[src/rtl/lcd_timing_controller.sv]
// lcd_timing_controller
//
// Dot-clock scheduler for the LCD pipeline. Walks every scanline through
// OAM scan (mode 2), draw (mode 3), H-blank (mode 0) and, below the visible
// area, V-blank (mode 1). Emits the per-line drawline start pulse, the
// frame_start and vblank_irq pulses, CPU lockouts for OAM/VRAM, the LY
// counter, the LY==LYC flag and the STAT interrupt request.
//
// Ports:
//   clk, reset_n     system clock, asynchronous active-low reset
//   dot_en           one-cycle dot strobe; all timing advances only on it
//   lcd_enable       LCDC bit 7; low forces the block idle
//   lyc              LYC compare value
//   stat_sel         STAT source enables {LYC, mode2, mode1, mode0}
//   ly, mode         current line and mode
//   lyc_match        registered ly == lyc
//   drawline         one-clk pulse at the start of mode 3
//   frame_start      one-clk pulse when line 0 dot 0 begins
//   vblank_irq       one-clk pulse on entry to V-blank
//   stat_irq         one-clk STAT interrupt request
//   oam_locked       CPU OAM access blocked (modes 2 and 3)
//   vram_locked      CPU VRAM access blocked (mode 3)
//
// Build option:
//   LCD_STAT_BLOCKING_EN  defined: stat_irq fires on the rising edge of the
//                         ORed STAT line. Undefined: each enabled source is
//                         edge-detected on its own.

module lcd_timing_controller #(
    parameter int unsigned DOTS_PER_LINE = 456,
    parameter int unsigned OAM_DOTS      = 80,
    parameter int unsigned DRAW_DOTS     = 172,
    parameter int unsigned VISIBLE_LINES = 144,
    parameter int unsigned TOTAL_LINES   = 154
) (
    input  logic       clk,
    input  logic       reset_n,
    input  logic       dot_en,
    input  logic       lcd_enable,
    input  logic [7:0] lyc,
    input  logic [3:0] stat_sel,
    output logic [7:0] ly,
    output logic [1:0] mode,
    output logic       lyc_match,
    output logic       drawline,
    output logic       frame_start,
    output logic       vblank_irq,
    output logic       stat_irq,
    output logic       oam_locked,
    output logic       vram_locked
);

    typedef enum logic [1:0] {
        MODE_HBLANK = 2'd0,
        MODE_VBLANK = 2'd1,
        MODE_OAM    = 2'd2,
        MODE_DRAW   = 2'd3
    } mode_e;

    localparam logic [8:0] DOT_LAST    = 9'(DOTS_PER_LINE - 1);
    localparam logic [8:0] DOT_DRAW    = 9'(OAM_DOTS);
    localparam logic [8:0] DOT_HBLANK  = 9'(OAM_DOTS + DRAW_DOTS);
    localparam logic [7:0] LINE_LAST   = 8'(TOTAL_LINES - 1);
    localparam logic [7:0] LINE_VBLANK = 8'(VISIBLE_LINES);

`ifdef LCD_STAT_BLOCKING_EN
    localparam int unsigned STAT_W = 1;
`else
    localparam int unsigned STAT_W = 4;
`endif

    logic [8:0]        dot_q, dot_d;
    logic [7:0]        ly_q, ly_d;
    mode_e             mode_q, mode_d;
    logic              run_q;
    logic              drawline_q, drawline_d;
    logic              frame_start_q, frame_start_d;
    logic              vblank_q, vblank_d;
    logic              oam_lock_q, oam_lock_d;
    logic              vram_lock_q, vram_lock_d;
    logic              lyc_match_q;
    logic [3:0]        stat_cond;
    logic [STAT_W-1:0] stat_line_q, stat_line_d;
    logic              stat_irq_q, stat_irq_d;
    logic              advance;
    logic              start;

    function automatic mode_e mode_of(input logic [8:0] d, input logic [7:0] l);
        mode_e m;
        if (l >= LINE_VBLANK)    m = MODE_VBLANK;
        else if (d < DOT_DRAW)   m = MODE_OAM;
        else if (d < DOT_HBLANK) m = MODE_DRAW;
        else                     m = MODE_HBLANK;
        return m;
    endfunction

    // run_q remembers that the LCD was enabled last clk; its absence marks
    // the enable-start edge, which loads line 0 dot 0 without counting.
    assign start   = lcd_enable & ~run_q;
    assign advance = lcd_enable & run_q & dot_en;

    // State register
    always_ff @(posedge clk or negedge reset_n) begin
        if (!reset_n) begin
            dot_q         <= '0;
            ly_q          <= '0;
            mode_q        <= MODE_HBLANK;
            run_q         <= 1'b0;
            drawline_q    <= 1'b0;
            frame_start_q <= 1'b0;
            vblank_q      <= 1'b0;
            oam_lock_q    <= 1'b0;
            vram_lock_q   <= 1'b0;
            lyc_match_q   <= 1'b0;
            stat_line_q   <= '0;
            stat_irq_q    <= 1'b0;
        end else begin
            dot_q         <= dot_d;
            ly_q          <= ly_d;
            mode_q        <= mode_d;
            run_q         <= lcd_enable;
            drawline_q    <= drawline_d;
            frame_start_q <= frame_start_d;
            vblank_q      <= vblank_d;
            oam_lock_q    <= oam_lock_d;
            vram_lock_q   <= vram_lock_d;
            lyc_match_q   <= (ly_q == lyc);
            stat_line_q   <= stat_line_d;
            stat_irq_q    <= stat_irq_d;
        end
    end

    // Next state: disable beats everything, including a dot wrap
    always_comb begin
        dot_d  = dot_q;
        ly_d   = ly_q;
        mode_d = mode_q;
        if (!lcd_enable) begin
            dot_d  = '0;
            ly_d   = '0;
            mode_d = MODE_HBLANK;
        end else if (start) begin
            dot_d  = '0;
            ly_d   = '0;
            mode_d = MODE_OAM;
        end else if (dot_en) begin
            if (dot_q == DOT_LAST) begin
                dot_d = '0;
                ly_d  = (ly_q == LINE_LAST) ? '0 : ly_q + 8'd1;
            end else begin
                dot_d = dot_q + 9'd1;
            end
            mode_d = mode_of(dot_d, ly_d);
        end
    end

    // Outputs: registered alongside mode so they always agree with it
    always_comb begin
        drawline_d    = advance & (mode_d == MODE_DRAW) & (mode_q != MODE_DRAW);
        vblank_d      = advance & (mode_d == MODE_VBLANK) & (mode_q != MODE_VBLANK);
        frame_start_d = start | (advance & (dot_d == '0) & (ly_d == '0));
        oam_lock_d    = (mode_d == MODE_OAM) | (mode_d == MODE_DRAW);
        vram_lock_d   = (mode_d == MODE_DRAW);

        stat_cond = {stat_sel[3] & lyc_match_q,
                     stat_sel[2] & (mode_q == MODE_OAM),
                     stat_sel[1] & (mode_q == MODE_VBLANK),
                     stat_sel[0] & (mode_q == MODE_HBLANK)};
`ifdef LCD_STAT_BLOCKING_EN
        stat_line_d = |stat_cond;
`else
        stat_line_d = stat_cond;
`endif
        // Source history keeps tracking while disabled; only the request is gated.
        stat_irq_d = lcd_enable & (|(stat_line_d & ~stat_line_q));
    end

    assign ly          = ly_q;
    assign mode        = mode_q;
    assign lyc_match   = lyc_match_q;
    assign drawline    = drawline_q;
    assign frame_start = frame_start_q;
    assign vblank_irq  = vblank_q;
    assign stat_irq    = stat_irq_q;
    assign oam_locked  = oam_lock_q;
    assign vram_locked = vram_lock_q;

endmodule

[config.mk]
export PLATFORM = sky130hd
export DESIGN_NAME = lcd_timing_controller
export DESIGN_NICKNAME = d
export VERILOG_FILES = /design/src/rtl/lcd_timing_controller.sv
export SDC_FILE = /design/constraint.sdc
export NUM_CORES = 1
export LEC_CHECK = 0
export CAP_MARGIN = 0
export CORE_ASPECT_RATIO = 0.8
export CORE_MARGIN = 3
export CORE_UTILIZATION = 45
export CTS_CLUSTER_SIZE = 14
export DETAILED_ROUTE_END_ITERATION = 10
export PLACE_DENSITY = 0.7
export REMOVE_ABC_BUFFERS = 1
export SLEW_MARGIN = 20
export SYNTH_ARGS = -nofsm -noshare
export SYNTH_HDL_FRONTEND = slang
export SYNTH_SLANG_ARGS = --single-unit
[constraint.sdc]
create_clock -name clk -period 3.3 [get_ports clk]
set_input_delay 0.33 -clock clk [delete_from_list [all_inputs] [get_ports clk]]
set_output_delay 0.33 -clock clk [all_outputs]
set_load 0.01 [all_outputs]
==> run summary <==
Latest figures from synthesis and place and route.

The total power of the final layout is 765 uW. The share of async-settable or async-resettable flops after synthesis is 1.00. The cell area after technology mapping is approximately 0.0019 sq mm. The die covers 0.00493 sq mm. At the later pin of the worst-skew pair, clock insertion delay measures 0.29 ns. The global-route congestion overflow total is 0. Clock skew on the completed layout was measured at 0.00811 ns. The run finished with clean final reports.

Looking at the post-CTS report, the setup buffer insertion count equals 0. The filler cell count is 363. The die span in y is roughly 63 microns.

The number of top-level pins is 33. For this block, the via count after detailed routing is 1601. In the CTS report, the clock slew at the register clock pins of the worst setup and hold paths is listed as 0.07 ns. The H-tree depth is 2. The number of clock buffers added by TritonCTS is 5. After layout, the minimum clock period comes to 2.68 ns. The transition time of the tightest slew-check pin is 0.742 ns. The post-detailed-route wirelength per cell is between 15 and 20 microns. The worst slew margin relative to its limit is 0.504. The share of the yosys chip area belonging to registers is 0.418. The ratio of total power to cell area is 335 mW/mm^2. The number of antenna diodes in the final layout is 0. The critical-path maximum fanout is 8. The critical path start-end classification is reg -> reg. The depth of the worst register-to-register path is 7. In the global route stage, overall resource usage came out at 0.194. The largest area contributor in the netlist is sky130_fd_sc_hd__dfrtp_1. STA classifies the critical path endpoint as a register. The clock net in this run drives a total of 31 sinks. The flip-flop cell with the highest count after synthesis is sky130_fd_sc_hd__dfrtp_1. In this run, synthesis produced a sequential element count of 31. The critical path arrival is 2.87 ns. The post-synth tally of flip-flops with integrated enable is 0. The number of global-route vias before repair is 1567. Counting along the longest clock path gives a buffer depth of 2.
==> cell usage in the layout, fill, tap and decap left out, drive strengths merged, types with 8 or more instances in the layout <==
cell type / Yosys / final
inv: 9 / 9
nand3: 10 / 10
xnor2: 10 / 10
nor3: 8 / 8
or3: 8 / 8
clkdlybuf4s50: 0 / 32
nor2: 20 / 20
o21ai: 12 / 12
dfrtp: 31 / 31
nand2: 15 / 15
a21oi: 12 / 12
==> cell type report <==
type | count | area [sq um] | share of cell area
repair buffers | 34 | 335 | 0.147
clock inverters | 1 | 5.00 | 0.00219
flip-flops and latches | 31 | 776 | 0.339
clock buffers | 6 | 82.6 | 0.0361
well taps | 55 | 68.8 | 0.0301
multi-input cells | 152 | 985 | 0.431
inverters | 9 | 33.8 | 0.0148
==> routing by layer <==
layer,track usage,wire length [microns],vias to the layer above
met1,0.286,2190,757
li1,-,-,791
met3,0.0471,273,8
met5,0,0,-
met4,0.0667,59,0
met2,0.277,1820,45
==> stage by stage <==
stage                     worst slack [ns]   util  area, sq um  instances  hold slack, ns
after floorplan                      0.929      -         1790        192          0.0344
after global placement               0.672  0.567         2200        281           0.487
after detailed placement             0.674  0.567         2200        281           0.497
after CTS                            0.659  0.589         2290        288           0.458
after global routing                 0.478  0.589         2290        288           0.470
final                                0.616  0.589         2290        288           0.437
==> kinds of logic after synthesis <==
group,count (synthesis),share of synthesized area
adders and majority gates,3,0.0202
buffers and inverters,22,0.0506
and+or+nand+nor,90,0.261
muxes,2,0.0108
DFF,31,0.418
AOI/OAI and AO/OA,42,0.168
xor gates and xnor gates,15,0.0708
==> worst max path at each step <==
stage / start / endpoint / slack [ns] / cells past startpoint
4_1_cts: dot_q[3] / drawline / 0.66 / 7
2_1_floorplan: dot_q[3] / drawline / 0.93 / 7
3_3_place_gp: dot_q[3] / drawline / 0.67 / 7
5_1_grt: dot_q[3] / drawline / 0.48 / 7
6_report: dot_q[3] / drawline / 0.62 / 7
3_5_place_dp: dot_q[3] / drawline / 0.67 / 7
==> critical path: stages, from the launching register on <==
cell and delay (ns):
sky130_fd_sc_hd__dfrtp_1 0.46, sky130_fd_sc_hd__or4b_1 0.68, sky130_fd_sc_hd__nor2_1 0.28, sky130_fd_sc_hd__o21ai_0 0.15
sky130_fd_sc_hd__a21o_1 0.24, sky130_fd_sc_hd__a2111oi_4 0.32, sky130_fd_sc_hd__o21ai_2 0.17, sky130_fd_sc_hd__a2111oi_4 0.28
==> power by group <==
part | switching, mW | internal (mW)
logic | 0.0330 | 0.0349
registers | 0.00495 | 0.387
clock network | 0.142 | 0.163
==> sequential cells by signal, summed over array words and instances (netlist names) <==
| signal | count |
|---|---|
| drawline | 1 |
| dot_q | 9 |
| mode | 2 |
| vblank_irq | 1 |
| oam_locked | 1 |
| run_q | 1 |
| stat_line_q | 4 |
| lyc_match | 1 |
| ly | 8 |
| vram_locked | 1 |
| stat_irq | 1 |
| frame_start | 1 |
### Nets reached from selected ports

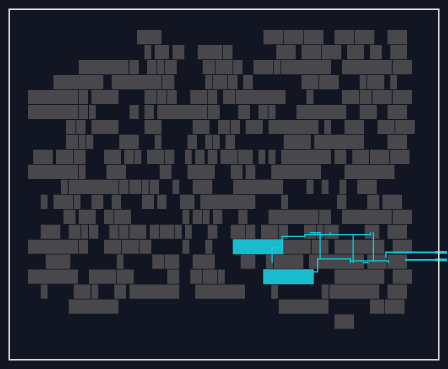
Key: cyan = mode [direction output, edge right, end cells 2, buffers 2, wire 74.1 microns]

### The metal 3 layer

Bar = 20 microns.
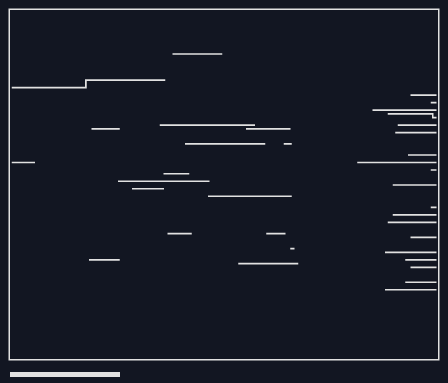
The layer carries 274 microns of wire. The wires run mostly horizontal. The longest straight run is 17.0 microns. 30 nets have wire on it. The layer holds 6.3% of the routed length.

### Cell placement

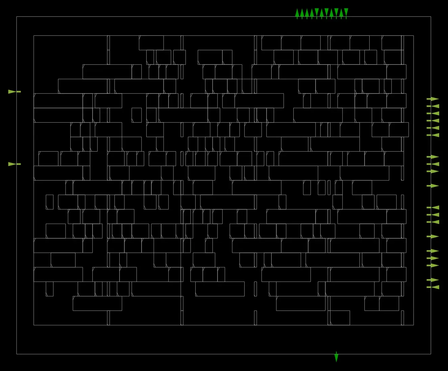
Std-Cell Core Area: 0.00388 sq mm
count of placed standard cells in the final layout, fillers left out: 288
Seq/total area: 0.339

### The metal 2 layer

Cells faint in the background.
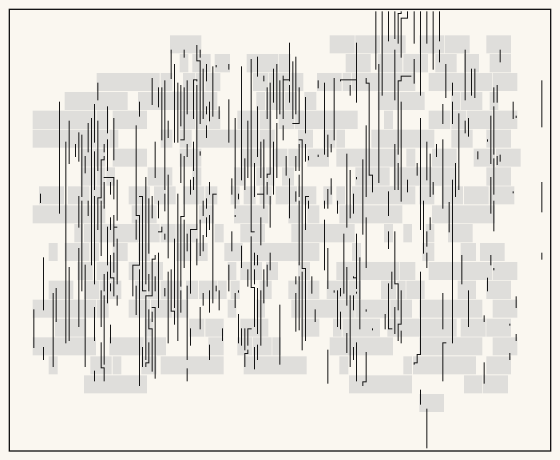
The wires run mostly vertical. The layer carries 1820 microns of wire. 201 nets have wire on it. The longest straight run is 28.9 microns.

No activity file was given, so power comes from the tool's default toggle rates.
